## src/rtl/gap_score_argmax_pkg.sv

```systemverilog
// gap_score_argmax_pkg: shared FSM state type, index-width helper and accumulator limits
package gap_score_argmax_pkg;
  typedef enum logic [1:0] {IDLE, ACCUM, SCORE, DONE} state_e;
  function automatic int clog2(input int n);
    int r = 1;
    while ((1 << r) < n) r++;
    return r;
  endfunction
  function automatic longint acc_max(input int w);
    return (longint'(1) <<< (w - 1)) - 1;
  endfunction
  function automatic longint acc_min(input int w);
    return -(longint'(1) <<< (w - 1));
  endfunction
endpackage

```

## src/rtl/gap_score_argmax_if.sv

```systemverilog
// gap_score_argmax_if: frame control, sample stream, coefficients and result bundle
interface gap_score_argmax_if #(
  parameter int NUM_CLASS = 5,
  parameter int DATA_W    = 10,
  parameter int COEF_W    = 11,
  parameter int BIAS_W    = 14,
  parameter int SCORE_W   = 29,
  parameter int CLS_W     = gap_score_argmax_pkg::clog2(NUM_CLASS)
);
  logic                          frame_start;
  logic [NUM_CLASS-1:0]          in_valid;
  logic [NUM_CLASS*DATA_W-1:0]   in_data;
  logic [NUM_CLASS*COEF_W-1:0]   coef_pos;
  logic [NUM_CLASS*COEF_W-1:0]   coef_neg;
  logic [NUM_CLASS*BIAS_W-1:0]   bias;
  logic                          busy;
  logic                          result_valid;
  logic [CLS_W-1:0]              result_class;
  logic [SCORE_W-1:0]            result_score;
  logic                          sat_flag;
  modport master (
    output frame_start, in_valid, in_data, coef_pos, coef_neg, bias,
    input  busy, result_valid, result_class, result_score, sat_flag
  );
  modport slave (
    input  frame_start, in_valid, in_data, coef_pos, coef_neg, bias,
    output busy, result_valid, result_class, result_score, sat_flag
  );
endinterface

```

## src/rtl/gap_score_argmax_split_accum.sv

```systemverilog
// split_accum: one channel's saturating non-negative/negative sums and sample count
module split_accum
  import gap_score_argmax_pkg::*;
#(
  parameter int DATA_W    = 10,
  parameter int FRAME_LEN = 27,
  parameter int ACC_W     = 15
) (
  input  logic                     clk,
  input  logic                     rst_n,
  input  logic                     clr,
  input  logic                     en,
  input  logic                     in_valid,
  input  logic signed [DATA_W-1:0] in_data,
  output logic signed [ACC_W-1:0]  p,
  output logic signed [ACC_W-1:0]  n,
  output logic                     done,
  output logic                     sat
);
  localparam int CNT_W = clog2(FRAME_LEN + 1);
  localparam logic signed [ACC_W:0] P_MAX = (ACC_W + 1)'(acc_max(ACC_W));
  localparam logic signed [ACC_W:0] N_MIN = (ACC_W + 1)'(acc_min(ACC_W));
  logic signed [ACC_W-1:0] p_q, p_d, n_q, n_d;
  logic [CNT_W-1:0] cnt_q, cnt_d;
  logic sat_q, sat_d, take, neg;
  logic signed [ACC_W:0] d_ext, p_sum, n_sum;
  assign done = cnt_q == CNT_W'(FRAME_LEN);
  assign p = p_q;
  assign n = n_q;
  assign sat = sat_q;
  always_comb begin
    neg = in_data[DATA_W-1];
    take = en && in_valid && !done && !clr;
    d_ext = {{(ACC_W + 1 - DATA_W){in_data[DATA_W-1]}}, in_data};
    p_sum = {p_q[ACC_W-1], p_q} + d_ext;
    n_sum = {n_q[ACC_W-1], n_q} + d_ext;
    p_d = clr ? '0 : (take && !neg) ? (p_sum > P_MAX ? P_MAX[ACC_W-1:0] : p_sum[ACC_W-1:0]) : p_q;
    n_d = clr ? '0 : (take && neg) ? (n_sum < N_MIN ? N_MIN[ACC_W-1:0] : n_sum[ACC_W-1:0]) : n_q;
    cnt_d = clr ? '0 : cnt_q + CNT_W'(take);
    sat_d = clr ? 1'b0 : sat_q | (take && (neg ? n_sum < N_MIN : p_sum > P_MAX));
  end
  always_ff @(posedge clk or negedge rst_n)
    if (!rst_n) begin
      p_q <= '0;
      n_q <= '0;
      cnt_q <= '0;
      sat_q <= 1'b0;
    end else begin
      p_q <= p_d;
      n_q <= n_d;
      cnt_q <= cnt_d;
      sat_q <= sat_d;
    end
endmodule

```

## src/rtl/gap_score_argmax.sv

```systemverilog
// gap_score_argmax: per-channel split accumulation, time-shared piecewise-linear scoring
// and arg-max over classes with a one-cycle result pulse.
module gap_score_argmax
  import gap_score_argmax_pkg::*;
#(
  parameter int NUM_CLASS = 5,
  parameter int DATA_W    = 10,
  parameter int FRAME_LEN = 27,
  parameter int ACC_W     = 15,
  parameter int COEF_W    = 11,
  parameter int BIAS_W    = 14,
  parameter int SCORE_W   = 29
) (
  input  logic clk,
  input  logic rst_n,
  gap_score_argmax_if.slave bus
);
  localparam int CLS_W = clog2(NUM_CLASS);
  localparam logic [CLS_W-1:0] LAST = CLS_W'(NUM_CLASS - 1);
  localparam logic [SCORE_W-1:0] FLEN = SCORE_W'(FRAME_LEN);
  state_e state_q, state_d;
  logic [CLS_W-1:0] idx_q, idx_d, arg_q, arg_d, res_class_q, res_class_d;
  logic signed [SCORE_W-1:0] max_q, max_d, res_score_q, res_score_d, y;
  logic signed [ACC_W-1:0] p_acc [NUM_CLASS];
  logic signed [ACC_W-1:0] n_acc [NUM_CLASS];
  logic [COEF_W-1:0] cp [NUM_CLASS];
  logic [COEF_W-1:0] cn [NUM_CLASS];
  logic [BIAS_W-1:0] b [NUM_CLASS];
  logic [NUM_CLASS-1:0] done, sat;
  logic [SCORE_W-1:0] pe, ne, cpe, cne, be;
  logic better;
  for (genvar k = 0; k < NUM_CLASS; k++) begin : g_ch
    assign cp[k] = bus.coef_pos[k*COEF_W +: COEF_W];
    assign cn[k] = bus.coef_neg[k*COEF_W +: COEF_W];
    assign b[k]  = bus.bias[k*BIAS_W +: BIAS_W];
    split_accum #(.DATA_W(DATA_W), .FRAME_LEN(FRAME_LEN), .ACC_W(ACC_W)) u_acc (
      .clk      (clk),
      .rst_n    (rst_n),
      .clr      (bus.frame_start),
      .en       (state_q == ACCUM),
      .in_valid (bus.in_valid[k]),
      .in_data  (bus.in_data[k*DATA_W +: DATA_W]),
      .p        (p_acc[k]),
      .n        (n_acc[k]),
      .done     (done[k]),
      .sat      (sat[k])
    );
  end
  // Only the low SCORE_W bits matter, so the sign-extended operands multiply correctly unsigned.
  assign pe  = {{(SCORE_W - ACC_W){p_acc[idx_q][ACC_W-1]}}, p_acc[idx_q]};
  assign ne  = {{(SCORE_W - ACC_W){n_acc[idx_q][ACC_W-1]}}, n_acc[idx_q]};
  assign cpe = {{(SCORE_W - COEF_W){1'b0}}, cp[idx_q]};
  assign cne = {{(SCORE_W - COEF_W){1'b0}}, cn[idx_q]};
  assign be  = {{(SCORE_W - BIAS_W){b[idx_q][BIAS_W-1]}}, b[idx_q]};
  always_comb begin
    y = pe * cpe + ne * cne + be * FLEN;
    better = (idx_q == '0) || (y > max_q);
    state_d = state_q;
    idx_d = idx_q;
    max_d = max_q;
    arg_d = arg_q;
    res_class_d = res_class_q;
    res_score_d = res_score_q;
    case (state_q)
      IDLE: state_d = IDLE;
      ACCUM: if (&done) begin
        state_d = SCORE;
        idx_d = '0;
      end
      SCORE: begin
        max_d = better ? y : max_q;
        arg_d = better ? idx_q : arg_q;
        idx_d = idx_q + 1'b1;
        if (idx_q == LAST) begin
          state_d = DONE;
          res_class_d = arg_d;
          res_score_d = max_d;
        end
      end
      DONE: state_d = IDLE;
      default: state_d = IDLE;
    endcase
    if (bus.frame_start) begin
      state_d = ACCUM;
      idx_d = '0;
      max_d = '0;
      arg_d = '0;
    end
  end
  always_ff @(posedge clk or negedge rst_n)
    if (!rst_n) begin
      state_q <= IDLE;
      idx_q <= '0;
      max_q <= '0;
      arg_q <= '0;
      res_class_q <= '0;
      res_score_q <= '0;
    end else begin
      state_q <= state_d;
      idx_q <= idx_d;
      max_q <= max_d;
      arg_q <= arg_d;
      res_class_q <= res_class_d;
      res_score_q <= res_score_d;
    end
  assign bus.busy = (state_q == ACCUM) || (state_q == SCORE);
  assign bus.result_valid = state_q == DONE;
  assign bus.result_class = res_class_q;
  assign bus.result_score = res_score_q;
  assign bus.sat_flag = |sat;
endmodule
```

## src/flat_wrapper.sv

```systemverilog
// flat-port wrapper written by rule: the top's interface ports become plain ports
module gap_score_argmax_flat import gap_score_argmax_pkg::*;
#(
  parameter int NUM_CLASS = 5,
  parameter int DATA_W    = 10,
  parameter int FRAME_LEN = 27,
  parameter int ACC_W     = 15,
  parameter int COEF_W    = 11,
  parameter int BIAS_W    = 14,
  parameter int SCORE_W   = 29
)
  (clk, rst_n, bus_frame_start, bus_in_valid, bus_in_data, bus_coef_pos, bus_coef_neg, bus_bias, bus_busy, bus_result_valid, bus_result_class, bus_result_score, bus_sat_flag);
  gap_score_argmax_if #(.NUM_CLASS(NUM_CLASS), .DATA_W(DATA_W), .COEF_W(COEF_W), .BIAS_W(BIAS_W), .SCORE_W(SCORE_W)) bus_i ();
  input  logic clk;
  input  logic rst_n;
  input wire logic [$bits(bus_i.frame_start)-1:0] bus_frame_start;
  input wire logic [$bits(bus_i.in_valid)-1:0] bus_in_valid;
  input wire logic [$bits(bus_i.in_data)-1:0] bus_in_data;
  input wire logic [$bits(bus_i.coef_pos)-1:0] bus_coef_pos;
  input wire logic [$bits(bus_i.coef_neg)-1:0] bus_coef_neg;
  input wire logic [$bits(bus_i.bias)-1:0] bus_bias;
  output wire logic [$bits(bus_i.busy)-1:0] bus_busy;
  output wire logic [$bits(bus_i.result_valid)-1:0] bus_result_valid;
  output wire logic [$bits(bus_i.result_class)-1:0] bus_result_class;
  output wire logic [$bits(bus_i.result_score)-1:0] bus_result_score;
  output wire logic [$bits(bus_i.sat_flag)-1:0] bus_sat_flag;
  assign bus_i.frame_start = bus_frame_start;
  assign bus_i.in_valid = bus_in_valid;
  assign bus_i.in_data = bus_in_data;
  assign bus_i.coef_pos = bus_coef_pos;
  assign bus_i.coef_neg = bus_coef_neg;
  assign bus_i.bias = bus_bias;
  assign bus_busy = bus_i.busy;
  assign bus_result_valid = bus_i.result_valid;
  assign bus_result_class = bus_i.result_class;
  assign bus_result_score = bus_i.result_score;
  assign bus_sat_flag = bus_i.sat_flag;
  gap_score_argmax #(.NUM_CLASS(NUM_CLASS), .DATA_W(DATA_W), .FRAME_LEN(FRAME_LEN), .ACC_W(ACC_W), .COEF_W(COEF_W), .BIAS_W(BIAS_W), .SCORE_W(SCORE_W)) u_core (.clk(clk), .rst_n(rst_n), .bus(bus_i));
endmodule
```

## config.mk

```make
export PLATFORM = sky130hd
export DESIGN_NAME = gap_score_argmax_flat
export DESIGN_NICKNAME = d
export VERILOG_FILES = /design/src/rtl/gap_score_argmax_pkg.sv /design/src/rtl/gap_score_argmax_if.sv /design/src/rtl/gap_score_argmax_split_accum.sv /design/src/rtl/gap_score_argmax.sv /design/src/flat_wrapper.sv
export SDC_FILE = /design/constraint.sdc
export NUM_CORES = 2
export LEC_CHECK = 0
export CORE_UTILIZATION = 62
export CTS_BUF_LIST = sky130_fd_sc_hd__clkbuf_8
export CTS_CLUSTER_SIZE = 20
export DETAILED_ROUTE_END_ITERATION = 16
export GPL_TIMING_DRIVEN = 0
export PLACE_DENSITY = 0.84
export SETUP_SLACK_MARGIN = 0.3
export SYNTH_ARGS = -nofsm -noshare
export SYNTH_HDL_FRONTEND = slang
export SYNTH_HIERARCHICAL = 1
export SYNTH_SLANG_ARGS = --single-unit
```

## constraint.sdc

```tcl
create_clock -name clk -period 14.09 [get_ports clk]
set_input_delay 2.1135 -clock clk [delete_from_list [all_inputs] [get_ports clk]]
set_output_delay 2.1135 -clock clk [all_outputs]
set_load 0.01 [all_outputs]
```

Fig. 1: signal metal coverage by tile
The die is cut into 24 by 24 equal tiles; black is low, pale yellow is high, scaled to the fullest tile. Values are wire area over tile area, all layers added.
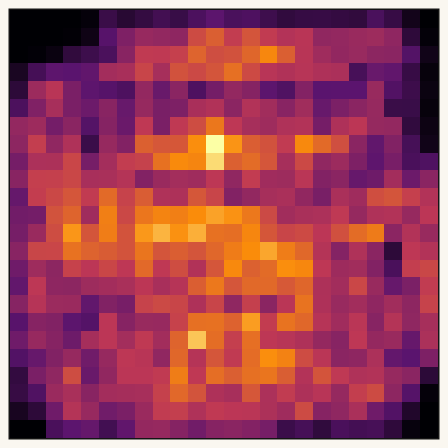
- nearly empty tiles: 3.5%
- tiles over half the peak: 33%
- emptiest ninth of the die: top left
- mean over tiles: 0.35
total via count in the routed design: 32100
DRT Wirelength: 118000 um

Fig. 2: port wiring
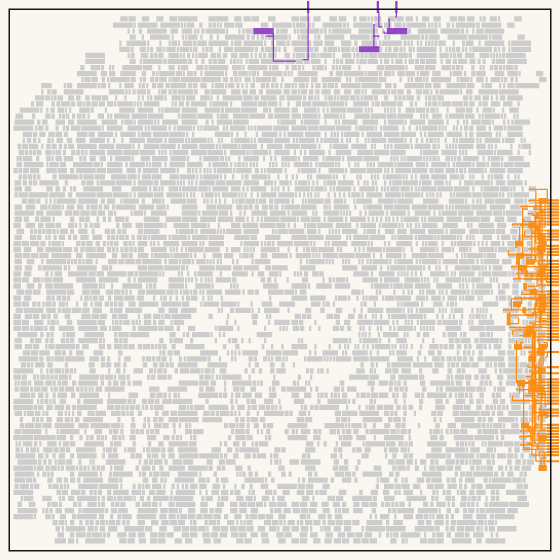
- bus_bias: orange (bits 70; direction input; edge right; end cells 42; buffers 70; wire 1590 um)
- bus_result_class: purple (bits 3; direction output; edge top; end cells 3; buffers 3; wire 97.5 um)
input/output buffers: 271
number of top-level design ports: 273

Fig. 3: met3 routing
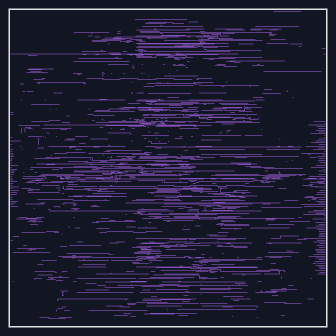
- nets with wire on the layer: 682
- main direction: horizontal
- wire length on this layer: 13300 um
- share of all routed wire: 11%
- longest straight run: 174 um
global-route track usage on met3: 9.58%

cell type report:
cell class,instances,area [um^2],area share [%]
repair buffers,273,2770,6.84
diodes,7,17.5,0.0432
plain buffers,138,607,1.50
clock inverters,21,160,0.395
flip-flops and latches,249,6230,15.4
inverters,650,2440,6.02
multi-input cells,3035,26500,65.4
well taps,756,946,2.33
clock buffers,63,867,2.14
worst min-delay path, cell delays in order (launching register included):
cell and delay, ns:
sky130_fd_sc_hd__dfrtp_1 0.33, sky130_fd_sc_hd__nand2_1 0.05, sky130_fd_sc_hd__o21ai_0 0.06
==> deck_impl_summary.md <==
Key Metrics from the Run

Floorplanning
  • Overall die area: between 50000 and 60000 um^2

Placement
  • Post-Place Worst Slack: 0.128 ns

Layout
  • Fraction of final layout cells sized beyond drive strength 1: 3.82%
  • Layout overhead on the synthesized area: 13.5%
  • Filler Cell Count: roughly 4400
  • Top Layout Cells: 662 x sky130_fd_sc_hd__inv_1, 437 x sky130_fd_sc_hd__fa_1, 370 x sky130_fd_sc_hd__nor2_1

Synth
  • Total cells reported by yosys after synthesis: 4072
  • Largest area contributor in the synthesized netlist: sky130_fd_sc_hd__fa_1
  • Post-Syn Nets: 5080
  • Share of synthesized registers carrying an async set or reset: 100%
  • Mux share: under 10%

Hold path
  • Number of instances on the worst hold path: 2
  • Hold Path Sink: u_core/bus.result_score[15]

Critical path
  • Standard cell with the maximum stage delay on the critical path: sky130_fd_sc_hd__a21oi_1
  • Most prevalent standard cell on the critical path: sky130_fd_sc_hd__fa_1

Route
  • DRT met1 WL: roughly 46000 um

Clock network
  • Clock transition at the register clock pins on the worst setup and hold paths after CTS: 0.06 ns
  • Number of CTS-inserted buffers: 49
  • Clk root buf: sky130_fd_sc_hd__clkbuf_8

Final timing
  • Max frequency: 0.0743 GHz

Run status
  • Status: completed

Global routing
  • Remaining Overflow, GRT: 0
  • Global-route track usage on met1: 54.7%
